met4.png
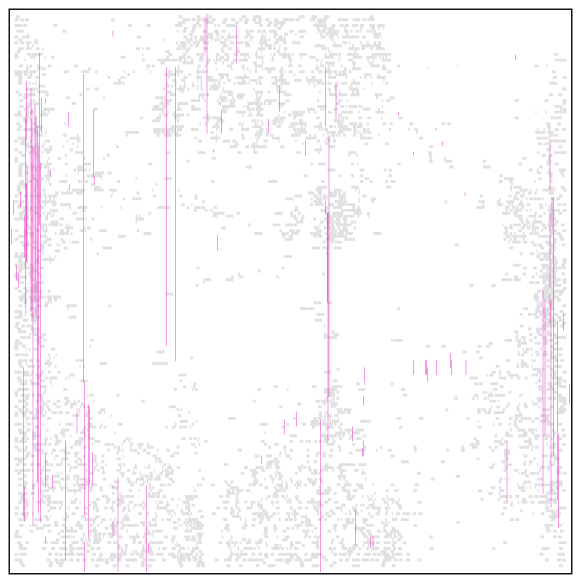
registers.png
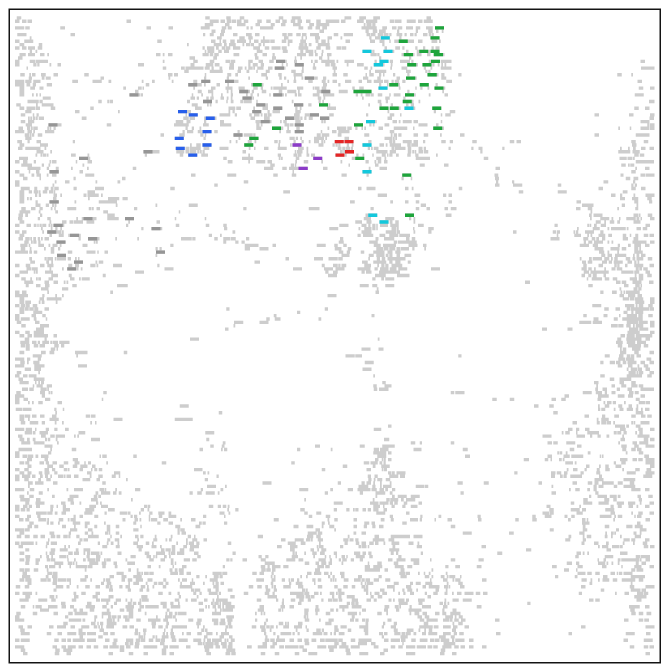
final_congestion.png
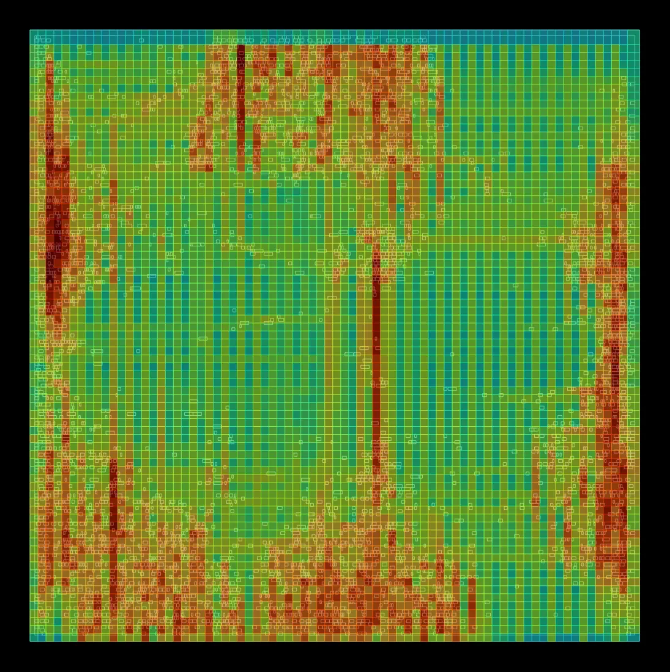
clock_map.png
Scale bar: 200 um.
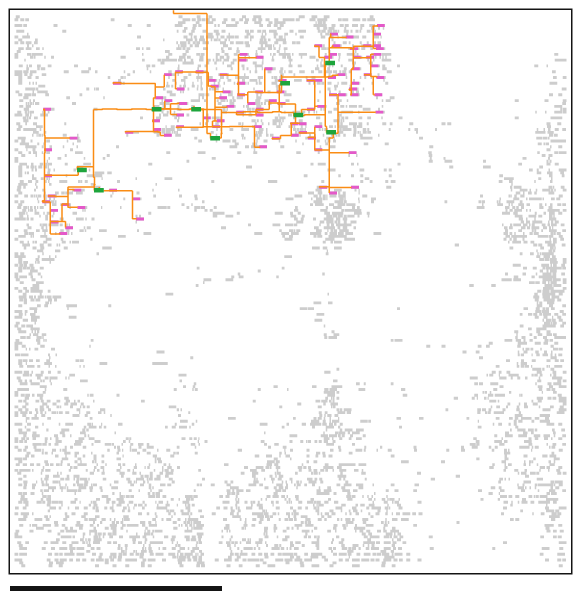
pins.png
Pins as bars across the die edge, other pins in grey.
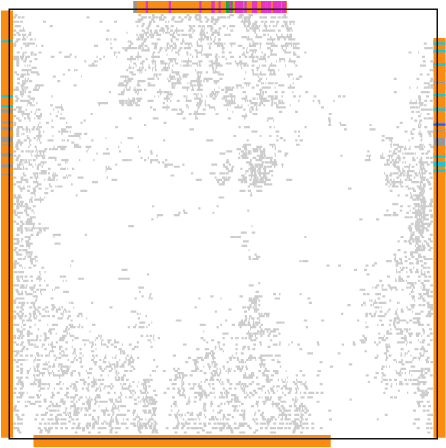
**src/rtl/core_debug_pkg.sv**
```systemverilog
// core_debug_pkg: opcodes, FSM state codes and error classification shared by the debug unit.
package core_debug_pkg;

    localparam logic [3:0] CMD_READ  = 4'h0;
    localparam logic [3:0] CMD_WRITE = 4'h1;
    localparam logic [3:0] CMD_GO    = 4'h8;
    localparam logic [3:0] CMD_STEP  = 4'hA;
    localparam logic [3:0] CMD_STOP  = 4'hF;

    localparam logic [2:0] ST_IDLE      = 3'd0;
    localparam logic [2:0] ST_RD        = 3'd1;
    localparam logic [2:0] ST_WR_WAIT   = 3'd2;
    localparam logic [2:0] ST_CORE_WAIT = 3'd3;
    localparam logic [2:0] ST_STEP_WAIT = 3'd4;
    localparam logic [2:0] ST_STEP_GAP  = 3'd5;
    localparam logic [2:0] ST_ERR       = 3'd6;
    localparam logic [2:0] ST_RESP      = 3'd7;

    typedef enum logic [1:0] {E_NONE, E_OPCODE, E_TARGET, E_STATE} err_e;

    function automatic err_e cmd_err(input logic [3:0] cmd, input logic stopped, input logic hit);
        if (cmd == CMD_GO || cmd == CMD_STOP) return E_NONE;
        if (cmd == CMD_STEP) return stopped ? E_NONE : E_STATE;
        if (cmd != CMD_READ && cmd != CMD_WRITE) return E_OPCODE;
        if (!stopped) return E_STATE;
        return hit ? E_NONE : E_TARGET;
    endfunction

endpackage

```
**src/rtl/core_debug_if.sv**
```systemverilog
// core_debug_if: command, core-control and register-file signals of the debug unit.
interface core_debug_if #(
    parameter int P_DATA_W   = 32,
    parameter int P_TARGET_W = 12,
    parameter int P_REG_N    = 38
);
    logic                          iCMD_REQ;
    logic                          oCMD_BUSY;
    logic [3:0]                    iCMD_COMMAND;
    logic [P_TARGET_W-1:0]         iCMD_TARGET;
    logic [P_DATA_W-1:0]           iCMD_DATA;
    logic                          oRESP_VALID;
    logic                          oRESP_ERROR;
    logic [P_DATA_W-1:0]           oRESP_DATA;
    logic                          oDEBUG_CORE_REQ;
    logic                          oDEBUG_CORE_STOP;
    logic                          oDEBUG_CORE_START;
    logic                          oDEBUG_CORE_STEP;
    logic                          iDEBUG_CORE_ACK;
    logic [P_REG_N*P_DATA_W-1:0]   iREG_R_DATA;
    logic                          oREG_W_VALID;
    logic [P_TARGET_W-1:0]         oREG_W_TARGET;
    logic [P_DATA_W-1:0]           oREG_W_DATA;
    logic                          iREG_W_ACK;
    logic                          oCORE_STOPPED;

    modport slave (
        input  iCMD_REQ, iCMD_COMMAND, iCMD_TARGET, iCMD_DATA, iDEBUG_CORE_ACK, iREG_R_DATA, iREG_W_ACK,
        output oCMD_BUSY, oRESP_VALID, oRESP_ERROR, oRESP_DATA, oDEBUG_CORE_REQ, oDEBUG_CORE_STOP,
               oDEBUG_CORE_START, oDEBUG_CORE_STEP, oREG_W_VALID, oREG_W_TARGET, oREG_W_DATA, oCORE_STOPPED
    );

    modport master (
        output iCMD_REQ, iCMD_COMMAND, iCMD_TARGET, iCMD_DATA, iDEBUG_CORE_ACK, iREG_R_DATA, iREG_W_ACK,
        input  oCMD_BUSY, oRESP_VALID, oRESP_ERROR, oRESP_DATA, oDEBUG_CORE_REQ, oDEBUG_CORE_STOP,
               oDEBUG_CORE_START, oDEBUG_CORE_STEP, oREG_W_VALID, oREG_W_TARGET, oREG_W_DATA, oCORE_STOPPED
    );

endinterface

```
**src/rtl/core_debug_regsel.sv**
```systemverilog
// core_debug_regsel: selects one register from the flattened snapshot and flags whether the index exists.
module core_debug_regsel #(
    parameter int P_DATA_W   = 32,
    parameter int P_TARGET_W = 12,
    parameter int P_REG_N    = 38
) (
    input  logic [P_REG_N*P_DATA_W-1:0] reg_data,
    input  logic [P_TARGET_W-1:0]       target,
    output logic [P_DATA_W-1:0]         sel_data,
    output logic                        in_range
);

    always_comb begin
        sel_data = '0;
        in_range = 1'b0;
        for (int k = 0; k < P_REG_N; k++) begin
            if (target == P_TARGET_W'(k)) begin
                sel_data = reg_data[k*P_DATA_W +: P_DATA_W];
                in_range = 1'b1;
            end
        end
    end

endmodule

```
**src/rtl/core_debug_unit.sv**
```systemverilog
// core_debug_unit: one-at-a-time debug command engine driving core run/stop/step and register access.
module core_debug_unit
    import core_debug_pkg::*;
#(
    parameter int P_DATA_W           = 32,
    parameter int P_TARGET_W         = 12,
    parameter int P_REG_N            = 38,
    parameter int P_STEP_W           = 8,
    parameter bit P_STOPPED_AT_RESET = 1'b0
) (
    input logic       iCLOCK,
    input logic       inRESET,
    core_debug_if.slave dbg
);

    logic [2:0]            state_q, state_d;
    logic [3:0]            cmd_q, cmd_d;
    logic [P_TARGET_W-1:0] target_q, target_d;
    logic [P_DATA_W-1:0]   wdata_q, wdata_d, rdata_q, rdata_d;
    logic [P_STEP_W-1:0]   remain_q, remain_d, done_q, done_d;
    logic                  stopped_q, stopped_d;
    logic [P_DATA_W-1:0]   sel_data;
    logic                  in_range, accept;
    logic [P_STEP_W-1:0]   step_cnt;
    err_e                  err;

    core_debug_regsel #(
        .P_DATA_W  (P_DATA_W),
        .P_TARGET_W(P_TARGET_W),
        .P_REG_N   (P_REG_N)
    ) u_regsel (
        .reg_data(dbg.iREG_R_DATA),
        .target  (dbg.iCMD_TARGET),
        .sel_data(sel_data),
        .in_range(in_range)
    );

    assign accept   = dbg.iCMD_REQ && state_q == ST_IDLE;
    assign err      = cmd_err(dbg.iCMD_COMMAND, stopped_q, in_range);
    assign step_cnt = dbg.iCMD_DATA[P_STEP_W-1:0] == '0 ? P_STEP_W'(1) : dbg.iCMD_DATA[P_STEP_W-1:0];

    always_comb begin
        state_d   = state_q;
        cmd_d     = cmd_q;
        target_d  = target_q;
        wdata_d   = wdata_q;
        rdata_d   = rdata_q;
        remain_d  = remain_q;
        done_d    = done_q;
        stopped_d = stopped_q;
        if (accept) begin
            state_d  = err != E_NONE                 ? ST_ERR       :
                       dbg.iCMD_COMMAND == CMD_READ  ? ST_RD        :
                       dbg.iCMD_COMMAND == CMD_WRITE ? ST_WR_WAIT   :
                       dbg.iCMD_COMMAND == CMD_STEP  ? ST_STEP_WAIT : ST_CORE_WAIT;
            cmd_d    = dbg.iCMD_COMMAND;
            target_d = dbg.iCMD_TARGET;
            wdata_d  = dbg.iCMD_DATA;
            rdata_d  = sel_data;
            remain_d = step_cnt;
            done_d   = '0;
        end
        // Read data is captured at accept, so RD is itself the response cycle.
        case (state_q)
            ST_RD, ST_ERR, ST_RESP: state_d = ST_IDLE;
            ST_WR_WAIT:             state_d = dbg.iREG_W_ACK ? ST_RESP : ST_WR_WAIT;
            ST_CORE_WAIT: begin
                state_d   = dbg.iDEBUG_CORE_ACK ? ST_RESP : ST_CORE_WAIT;
                stopped_d = dbg.iDEBUG_CORE_ACK ? cmd_q == CMD_STOP : stopped_q;
            end
            ST_STEP_WAIT: begin
                if (dbg.iDEBUG_CORE_ACK) begin
                    state_d  = remain_q > P_STEP_W'(1) ? ST_STEP_GAP : ST_RESP;
                    remain_d = remain_q - P_STEP_W'(1);
                    done_d   = done_q + P_STEP_W'(1);
                end
            end
            ST_STEP_GAP:            state_d = ST_STEP_WAIT;
            default: ;
        endcase
    end

    always_ff @(posedge iCLOCK) begin
        if (!inRESET) begin
            state_q   <= ST_IDLE;
            cmd_q     <= '0;
            target_q  <= '0;
            wdata_q   <= '0;
            rdata_q   <= '0;
            remain_q  <= '0;
            done_q    <= '0;
            stopped_q <= P_STOPPED_AT_RESET;
        end else begin
            state_q   <= state_d;
            cmd_q     <= cmd_d;
            target_q  <= target_d;
            wdata_q   <= wdata_d;
            rdata_q   <= rdata_d;
            remain_q  <= remain_d;
            done_q    <= done_d;
            stopped_q <= stopped_d;
        end
    end

    assign dbg.oCMD_BUSY         = state_q != ST_IDLE;
    assign dbg.oRESP_VALID       = state_q == ST_RD || state_q == ST_ERR || state_q == ST_RESP;
    assign dbg.oRESP_ERROR       = state_q == ST_ERR;
    assign dbg.oRESP_DATA        = state_q == ST_RD ? rdata_q :
                                   (state_q == ST_RESP && cmd_q == CMD_STEP) ? P_DATA_W'(done_q) : '0;
    assign dbg.oDEBUG_CORE_REQ   = state_q == ST_CORE_WAIT || state_q == ST_STEP_WAIT;
    assign dbg.oDEBUG_CORE_START = state_q == ST_CORE_WAIT && cmd_q == CMD_GO;
    assign dbg.oDEBUG_CORE_STOP  = state_q == ST_CORE_WAIT && cmd_q == CMD_STOP;
    assign dbg.oDEBUG_CORE_STEP  = state_q == ST_STEP_WAIT;
    assign dbg.oREG_W_VALID      = state_q == ST_WR_WAIT;
    assign dbg.oREG_W_TARGET     = state_q == ST_WR_WAIT ? target_q : '0;
    assign dbg.oREG_W_DATA       = state_q == ST_WR_WAIT ? wdata_q : '0;
    assign dbg.oCORE_STOPPED     = stopped_q;

endmodule

```
**src/flat_wrapper.sv**
```systemverilog
// flat-port wrapper written by rule: the top's interface ports become plain ports
module core_debug_unit_flat import core_debug_pkg::*;
#(
    parameter int P_DATA_W           = 32,
    parameter int P_TARGET_W         = 12,
    parameter int P_REG_N            = 38,
    parameter int P_STEP_W           = 8,
    parameter bit P_STOPPED_AT_RESET = 1'b0
)
  (iCLOCK, inRESET, dbg_iCMD_REQ, dbg_iCMD_COMMAND, dbg_iCMD_TARGET, dbg_iCMD_DATA, dbg_iDEBUG_CORE_ACK, dbg_iREG_R_DATA, dbg_iREG_W_ACK, dbg_oCMD_BUSY, dbg_oRESP_VALID, dbg_oRESP_ERROR, dbg_oRESP_DATA, dbg_oDEBUG_CORE_REQ, dbg_oDEBUG_CORE_STOP, dbg_oDEBUG_CORE_START, dbg_oDEBUG_CORE_STEP, dbg_oREG_W_VALID, dbg_oREG_W_TARGET, dbg_oREG_W_DATA, dbg_oCORE_STOPPED);
  core_debug_if #(.P_DATA_W(P_DATA_W), .P_TARGET_W(P_TARGET_W), .P_REG_N(P_REG_N)) dbg_i ();
  input logic iCLOCK;
  input logic inRESET;
  input wire logic [$bits(dbg_i.iCMD_REQ)-1:0] dbg_iCMD_REQ;
  input wire logic [$bits(dbg_i.iCMD_COMMAND)-1:0] dbg_iCMD_COMMAND;
  input wire logic [$bits(dbg_i.iCMD_TARGET)-1:0] dbg_iCMD_TARGET;
  input wire logic [$bits(dbg_i.iCMD_DATA)-1:0] dbg_iCMD_DATA;
  input wire logic [$bits(dbg_i.iDEBUG_CORE_ACK)-1:0] dbg_iDEBUG_CORE_ACK;
  input wire logic [$bits(dbg_i.iREG_R_DATA)-1:0] dbg_iREG_R_DATA;
  input wire logic [$bits(dbg_i.iREG_W_ACK)-1:0] dbg_iREG_W_ACK;
  output wire logic [$bits(dbg_i.oCMD_BUSY)-1:0] dbg_oCMD_BUSY;
  output wire logic [$bits(dbg_i.oRESP_VALID)-1:0] dbg_oRESP_VALID;
  output wire logic [$bits(dbg_i.oRESP_ERROR)-1:0] dbg_oRESP_ERROR;
  output wire logic [$bits(dbg_i.oRESP_DATA)-1:0] dbg_oRESP_DATA;
  output wire logic [$bits(dbg_i.oDEBUG_CORE_REQ)-1:0] dbg_oDEBUG_CORE_REQ;
  output wire logic [$bits(dbg_i.oDEBUG_CORE_STOP)-1:0] dbg_oDEBUG_CORE_STOP;
  output wire logic [$bits(dbg_i.oDEBUG_CORE_START)-1:0] dbg_oDEBUG_CORE_START;
  output wire logic [$bits(dbg_i.oDEBUG_CORE_STEP)-1:0] dbg_oDEBUG_CORE_STEP;
  output wire logic [$bits(dbg_i.oREG_W_VALID)-1:0] dbg_oREG_W_VALID;
  output wire logic [$bits(dbg_i.oREG_W_TARGET)-1:0] dbg_oREG_W_TARGET;
  output wire logic [$bits(dbg_i.oREG_W_DATA)-1:0] dbg_oREG_W_DATA;
  output wire logic [$bits(dbg_i.oCORE_STOPPED)-1:0] dbg_oCORE_STOPPED;
  assign dbg_i.iCMD_REQ = dbg_iCMD_REQ;
  assign dbg_i.iCMD_COMMAND = dbg_iCMD_COMMAND;
  assign dbg_i.iCMD_TARGET = dbg_iCMD_TARGET;
  assign dbg_i.iCMD_DATA = dbg_iCMD_DATA;
  assign dbg_i.iDEBUG_CORE_ACK = dbg_iDEBUG_CORE_ACK;
  assign dbg_i.iREG_R_DATA = dbg_iREG_R_DATA;
  assign dbg_i.iREG_W_ACK = dbg_iREG_W_ACK;
  assign dbg_oCMD_BUSY = dbg_i.oCMD_BUSY;
  assign dbg_oRESP_VALID = dbg_i.oRESP_VALID;
  assign dbg_oRESP_ERROR = dbg_i.oRESP_ERROR;
  assign dbg_oRESP_DATA = dbg_i.oRESP_DATA;
  assign dbg_oDEBUG_CORE_REQ = dbg_i.oDEBUG_CORE_REQ;
  assign dbg_oDEBUG_CORE_STOP = dbg_i.oDEBUG_CORE_STOP;
  assign dbg_oDEBUG_CORE_START = dbg_i.oDEBUG_CORE_START;
  assign dbg_oDEBUG_CORE_STEP = dbg_i.oDEBUG_CORE_STEP;
  assign dbg_oREG_W_VALID = dbg_i.oREG_W_VALID;
  assign dbg_oREG_W_TARGET = dbg_i.oREG_W_TARGET;
  assign dbg_oREG_W_DATA = dbg_i.oREG_W_DATA;
  assign dbg_oCORE_STOPPED = dbg_i.oCORE_STOPPED;
  core_debug_unit #(.P_DATA_W(P_DATA_W), .P_TARGET_W(P_TARGET_W), .P_REG_N(P_REG_N), .P_STEP_W(P_STEP_W), .P_STOPPED_AT_RESET(P_STOPPED_AT_RESET)) u_core (.iCLOCK(iCLOCK), .inRESET(inRESET), .dbg(dbg_i));
endmodule
```
**config.mk**
```make
export PLATFORM = sky130hd
export DESIGN_NAME = core_debug_unit_flat
export DESIGN_NICKNAME = d
export VERILOG_FILES = /design/src/rtl/core_debug_pkg.sv /design/src/rtl/core_debug_if.sv /design/src/rtl/core_debug_regsel.sv /design/src/rtl/core_debug_unit.sv /design/src/flat_wrapper.sv
export SDC_FILE = /design/constraint.sdc
export NUM_CORES = 1
export LEC_CHECK = 0
export ABC_AREA = 1
export CAP_MARGIN = 10
export CORE_AREA = 4 4 524 526
export CTS_CLUSTER_DIAMETER = 150
export CTS_CLUSTER_SIZE = 28
export DETAILED_ROUTE_END_ITERATION = 10
export DIE_AREA = 0 0 528 530
export PLACE_DENSITY = 0.35
export SYNTH_ARGS = -nofsm -noshare
export SYNTH_HDL_FRONTEND = slang
export SYNTH_SLANG_ARGS = --single-unit
export TNS_END_PERCENT = 30
```
**constraint.sdc**
```tcl
create_clock -name iCLOCK -period 3.7 [get_ports iCLOCK]
set_input_delay 0.74 -clock iCLOCK [delete_from_list [all_inputs] [get_ports iCLOCK]]
set_output_delay 0.74 -clock iCLOCK [all_outputs]
set_load 0.02 [all_outputs]
```
==> GITHUB_STEP_SUMMARY <==
### Flow metrics

| Metric | Value |
|---|---|
| Worst EP required | 3950 ps |
| Leading area contributor after synthesis | nand2_1 |
| Pwr top | combinational logic |
| Setup TNS | -20,650 ps |
| Failing checks | negative setup slack |
| Comb power frac | 54.8% |
| Area fraction in compound gates | 27.4% |
| Outcome | finished with violations |
| Clock tree sinks | 100 |
| Clock buffer depth | 2 |
| Critical R2R Launch | u_core.state_q[0] |
| # IOs | 1,354 |
| Clock share of power | 20.9% |
| Final worst slack | -870 ps |
| Ys flop type | dfxtp_1 |
| Post-place instance area | 38,100 um2 |
| # setup viols final | 32 |
| Dpl ws | -3660 ps |
| Slew Limit Fails | 0 |
| Logic Gate Count | 2,205 |
| Drt first pass iters | 6 |
| Fp util | 5.40% |
-- met4.png (at the start) --
longest straight run = 356 um
share of all routed wire = 2.7%
nets with wire on the layer = 100
drt total wl: 270 mm
via count: 28,500

-- registers.png (at the start) --
purple -> u_core.state_q  # flops 3
red -> u_core.cmd_q  # flops 4, where top middle
blue -> u_core.done_q  # flops 8, where top left
cyan -> u_core.target_q  # flops 12, where top middle
green -> u_core.wdata_q  # flops 32, where top middle
not coloured = 41

-- final_congestion.png (at the start) --
routed len/inst: 32.8 um
met2 track demand over resource: 33.0%
M1 GR Usage: 22.0%
post-layout util: 15.5%
GR peak layer: met2

-- clock_map.png (at the start) --
magenta -> flip-flops  # count 100
green -> cells driving clock nets  # count 9
orange -> clock wires  # length 2,400 um
routed clock nets = 10

-- pins.png (at the start) --
magenta -> dbg_iCMD_DATA  # pins 32, direction input, edge top
blue -> dbg_oRESP_ERROR  # pins 1, direction output, edge right
cyan -> dbg_oREG_W_TARGET  # pins 12, direction output, edge 9 right, 3 left
green -> dbg_iCMD_COMMAND  # pins 4, direction input, edge top
orange -> dbg_iREG_R_DATA  # pins 1,216, direction input, edge 398 bottom, 348 left, 320 right, 150 top

Power is estimated from default activity; no workload was simulated.
